**src/rtl/coord_ramp_pkg.sv**
```systemverilog
// Shared defaults, channel state encoding and target clamping for coord_ramp_gen.
package coord_ramp_pkg;
  localparam int DEF_WIDTH = 11;
  localparam int DEF_INIT  = 310;
  localparam int DEF_STEP  = 2;
  localparam int DEF_MIN   = 0;
  localparam int DEF_MAX   = 639;

  typedef enum logic {
    IDLE   = 1'b0,
    MOVING = 1'b1
  } ramp_state_t;

  function automatic int clamp(input int v, input int lo, input int hi);
    if (v < lo) return lo;
    if (v > hi) return hi;
    return v;
  endfunction
endpackage

```
**src/rtl/coord_ramp_chan.sv**
```systemverilog
// One coordinate channel: moves pos toward tgt by at most STEP per frame step.
// Load or step takes effect on the next edge; loads and steps never coincide, so no backpressure.
module coord_ramp_chan
  import coord_ramp_pkg::*;
#(
  parameter int WIDTH = DEF_WIDTH,
  parameter int INIT  = DEF_INIT,
  parameter int STEP  = DEF_STEP,
  parameter int MIN   = DEF_MIN,
  parameter int MAX   = DEF_MAX
) (
  input  logic                    clk,
  input  logic                    resetN,
  input  logic                    i_step,
  input  logic                    i_load,
  input  logic signed [WIDTH-1:0] i_load_tgt,
  output logic signed [WIDTH-1:0] o_pos,
  output logic                    o_moving,
  output logic                    o_arrived
);
  localparam logic [WIDTH:0]          STEP_V = (WIDTH+1)'(STEP);
  localparam logic signed [WIDTH-1:0] INIT_V = WIDTH'(INIT);

  ramp_state_t             r_state, w_state_nxt;
  logic signed [WIDTH-1:0] r_pos, r_tgt, w_pos_nxt, w_tgt_nxt, w_ld_tgt, w_step_pos;
  logic                    r_arrived, w_arrived_nxt;
  logic [WIDTH:0]          w_diff, w_mag, w_delta;

  assign w_ld_tgt = WIDTH'(clamp(int'(i_load_tgt), MIN, MAX));

  // One extra bit keeps tgt - pos exact for any pair of in-range values.
  assign w_diff  = {r_tgt[WIDTH-1], r_tgt} - {r_pos[WIDTH-1], r_pos};
  assign w_mag   = w_diff[WIDTH] ? (-w_diff) : w_diff;
  assign w_delta = (w_mag > STEP_V) ? STEP_V : w_mag;
  assign w_step_pos = WIDTH'(w_diff[WIDTH] ? ({r_pos[WIDTH-1], r_pos} - w_delta)
                                           : ({r_pos[WIDTH-1], r_pos} + w_delta));

  always_comb begin
    w_state_nxt   = r_state;
    w_pos_nxt     = r_pos;
    w_tgt_nxt     = r_tgt;
    w_arrived_nxt = 1'b0;
    if (i_load) begin
      w_tgt_nxt = w_ld_tgt;
      if (w_ld_tgt == r_pos) begin
        w_state_nxt   = IDLE;
        w_arrived_nxt = 1'b1;
      end else begin
        w_state_nxt = MOVING;
      end
    end else if (i_step && (r_state == MOVING)) begin
      w_pos_nxt = w_step_pos;
      if (w_step_pos == r_tgt) begin
        w_state_nxt   = IDLE;
        w_arrived_nxt = 1'b1;
      end
    end
  end

  always_ff @(posedge clk or negedge resetN) begin
    if (!resetN) begin
      r_state   <= IDLE;
      r_pos     <= INIT_V;
      r_tgt     <= INIT_V;
      r_arrived <= 1'b0;
    end else begin
      r_state   <= w_state_nxt;
      r_pos     <= w_pos_nxt;
      r_tgt     <= w_tgt_nxt;
      r_arrived <= w_arrived_nxt;
    end
  end

  assign o_pos     = r_pos;
  assign o_moving  = (r_state == MOVING);
  assign o_arrived = r_arrived;
endmodule

```
**src/rtl/coord_ramp_gen.sv**
```systemverilog
// CHANNELS ramped screen coordinates; result updates the cycle after a frame tick, loads land next cycle.
// load_ready drops only during frame ticks; optional freeze input under COORD_RAMP_FREEZE_EN.
module coord_ramp_gen
  import coord_ramp_pkg::*;
#(
  parameter int CHANNELS = 4,
  parameter int WIDTH    = DEF_WIDTH,
  parameter int INIT     = DEF_INIT,
  parameter int STEP     = DEF_STEP,
  parameter int MIN      = DEF_MIN,
  parameter int MAX      = DEF_MAX,
  localparam int CW      = (CHANNELS > 1) ? $clog2(CHANNELS) : 1
) (
  input  logic                               clk,
  input  logic                               resetN,
  input  logic                               startOfFrame,
`ifdef COORD_RAMP_FREEZE_EN
  input  logic                               freeze,
`endif
  input  logic                               load_valid,
  output logic                               load_ready,
  input  logic [CW-1:0]                      load_chan,
  input  logic signed [WIDTH-1:0]            load_target,
  output logic [CHANNELS-1:0][WIDTH-1:0]     result,
  output logic [CHANNELS-1:0]                moving,
  output logic [CHANNELS-1:0]                arrived
);
  logic w_load_acc;
  logic w_step;

  assign load_ready = !startOfFrame;
  assign w_load_acc = load_valid && load_ready;

`ifdef COORD_RAMP_FREEZE_EN
  assign w_step = startOfFrame && !freeze;
`else
  assign w_step = startOfFrame;
`endif

  // A load_chan with no matching channel simply selects nothing.
  for (genvar c = 0; c < CHANNELS; c++) begin : g_chan
    coord_ramp_chan #(
      .WIDTH (WIDTH),
      .INIT  (INIT),
      .STEP  (STEP),
      .MIN   (MIN),
      .MAX   (MAX)
    ) u_chan (
      .clk        (clk),
      .resetN     (resetN),
      .i_step     (w_step),
      .i_load     (w_load_acc && (32'(load_chan) == c)),
      .i_load_tgt (load_target),
      .o_pos      (result[c]),
      .o_moving   (moving[c]),
      .o_arrived  (arrived[c])
    );
  end
endmodule
```
**config.mk**
```make
export PLATFORM = sky130hd
export DESIGN_NAME = coord_ramp_gen
export DESIGN_NICKNAME = d
export VERILOG_FILES = /design/src/rtl/coord_ramp_pkg.sv /design/src/rtl/coord_ramp_chan.sv /design/src/rtl/coord_ramp_gen.sv
export SDC_FILE = /design/constraint.sdc
export NUM_CORES = 1
export LEC_CHECK = 0
export CAP_MARGIN = 20
export CORE_AREA = 2 2 160 130
export CTS_BUF_LIST = sky130_fd_sc_hd__clkbuf_4 sky130_fd_sc_hd__clkbuf_8
export CTS_CLUSTER_SIZE = 12
export DETAILED_ROUTE_END_ITERATION = 12
export DIE_AREA = 0 0 162 132
export PLACE_DENSITY = 0.69
export SETUP_SLACK_MARGIN = 0.5
export SKIP_CTS_REPAIR_TIMING = 1
export SYNTH_ARGS = -nofsm -noshare
export SYNTH_HDL_FRONTEND = slang
export SYNTH_SLANG_ARGS = --single-unit
```
**constraint.sdc**
```tcl
create_clock -name clk -period 7.7 [get_ports clk]
set_input_delay 1.54 -clock clk [delete_from_list [all_inputs] [get_ports clk]]
set_output_delay 1.54 -clock clk [all_outputs]
set_load 0.02 [all_outputs]
```
cell_classes.png
Scale bar: 50 µm. Fill, decap, tap and diode cells in grey.
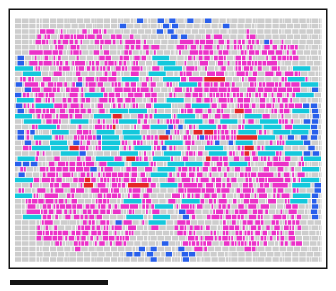
magenta -> all other logic  # cells 1068, share of their area 68%
red -> clock drivers and dummy loads  # cells 16, share of their area 2.3%
cyan -> flip-flops  # cells 92, share of their area 22%
blue -> other buffers and delay cells  # cells 79, share of their area 7.2%

drive_strength.png
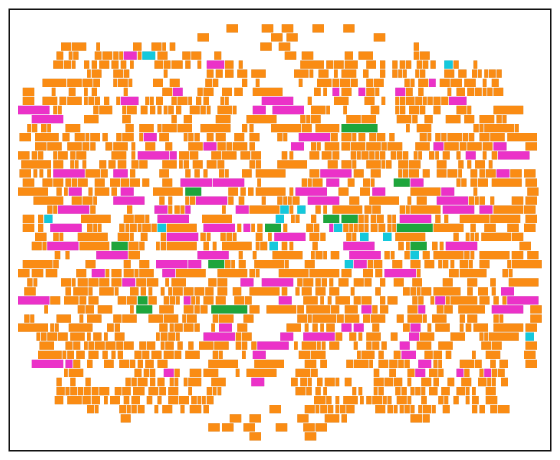
orange -> drive 1 or less  # cells 1129
green -> drive 6 and up  # cells 13
cyan -> drive 3 to 4  # cells 14
magenta -> drive 2  # cells 99

final_clocks.png
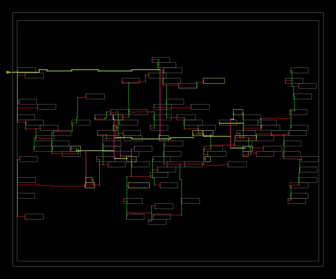
TritonCTS buffer count: 9
# clock sinks: 92
clk_buf instances: 10
Late-Pin Clk Latency: 360 ps

met2.png
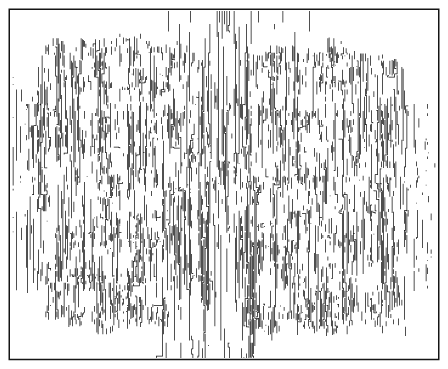
share of all routed wire = 43%
main direction = vertical
longest straight run = 52.0 µm
wire length on this layer = 11100 µm
nets with wire on the layer = 1135

gate_families.png
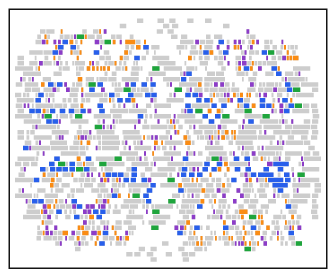
purple -> NAND gates  # cells 195, where spread over the die
orange -> NOR gates  # cells 159, where spread over the die
blue -> XOR/XNOR gates  # cells 132
green -> multiplexers  # cells 30

==> results.py <==
# Synthesis and PnR figures
metrics = {
    "die": {
        "rows": 46,
        "chip_area_um2": 21400,
        "fp.dieW_um": 162,
    },
    "route": {
        "via_per_inst": 5.81,
        "vias": 8819,
        "drc": 0,
    },
    "setup_path": {
        "arrival_ps": 7160,
        "cpMaxStageDelayCell": "or4_1",
    },
    "sta": {
        "maxSlewHeadroom": 0.231,
        "fin_ws_ps": 797,
        "rsz0062_at_grt": "true",
        "finalSetupTns_ps": 0,
    },
    "global_route": {
        "grt_max_degree": 57,
        "grt_pass1_wl_um": 41200,
        "grt-ovfl-total": 0,
    },
    "outcome": {
        "status": "complete, no violations",
    },
    "clocking": {
        "cts_tree": "built",
        "clock_tree.root_cell": "clkbuf_8",
    },
    "yosys": {
        "ys_seq_frac": 0.242,
        "synthArstFlopShare": 1.00,
        "yosys_warnings": 0,
        "ys_cells": 1196,
        "yosys_area_um2": 9740,
    },
    "flow_run": {
        "cap_violations": 0,
    },
    "layout": {
        "area_growth_pct": 12.1,
        "antenna_cells": 0,
        "final_util": 0.555,
    },
}
-- cell type report --
class	instances	area [µm²]	area share
multi-input combinational	993	6950	0.636
tap	264	330	0.0302
timing repair buffer	79	763	0.0699
inverter	75	282	0.0258
sequential	92	2350	0.215
clock buffer	10	131	0.0120
clock inverter	6	111	0.0102
-- tightest hold or removal path: stages, from the launching register on --
cell and delay (ps):
dfstp_2 400, nand2_1 50, o21ai_0 60
-- metal layers --
metal	track usage	vias up	routed length (µm)
met3	0.0377	28	1220
li1	-	4407	-
met4	0.0428	0	353
met2	0.368	225	11100
met5	0	-	0
met1	0.349	4159	12900
-- registers in the layout, summed over array words and instances, names as in the netlist --
name and count:
g_chan.u_chan.o_arrived 4, g_chan.u_chan.o_moving 4, g_chan.u_chan.o_pos 44, g_chan.u_chan.r_tgt 40
-- cell families after synthesis --
group | synth area share
compound gates | 0.217
xor+xnor | 0.124
fa+ha+maj | 0.129
buf+inv | 0.0460
flops | 0.242
mux | 0.0342
simple gates | 0.207
-- synthesized netlist by cell type, drive strengths merged, types with 6 or more instances --
library cell,number,share of area
and3,7,0.0045
nand4,11,0.0071
mux2,26,0.030
dfstp,40,0.11
nand2b,35,0.022
nor4,10,0.0071
o22ai,12,0.0077
o2111ai,10,0.0090
a31oi,11,0.0071
a21oi,62,0.032
or4,8,0.0066
nand3,30,0.015
nor3,29,0.015
and2,13,0.0084
a21o,14,0.011
xnor2,85,0.076
fa,8,0.016
nor2,91,0.035
a2111oi,9,0.0081
nand2,113,0.044
dfrtp,52,0.13
or2,12,0.0077
buf,9,0.0067
a211oi,10,0.0077
a31o,14,0.013
o21ai,120,0.062
xor2,43,0.039
o21a,15,0.012
nor2b,20,0.013
o31ai,6,0.0046
clkbuf,27,0.010
ha,88,0.11
or3,6,0.0039
inv,75,0.029
-- worst paths after layout --
path                                            from                         end  slack [ps]  cells past startpoint
hold / removal             g_chan[2].u_chan.r_tgt[2]   g_chan[2].u_chan.r_tgt[2]         510                      2
max in group asynchronous                     resetN   g_chan[2].u_chan.o_pos[0]        5480                      2
setup reg to reg           g_chan[1].u_chan.o_pos[5]   g_chan[1].u_chan.o_moving         800                     22
hold reg to reg            g_chan[2].u_chan.r_tgt[2]   g_chan[2].u_chan.r_tgt[2]         510                      2
setup / recovery           g_chan[1].u_chan.o_pos[5]   g_chan[1].u_chan.o_moving         800                     22
min in group asynchronous                     resetN  g_chan[0].u_chan.o_pos[10]        1110                      1
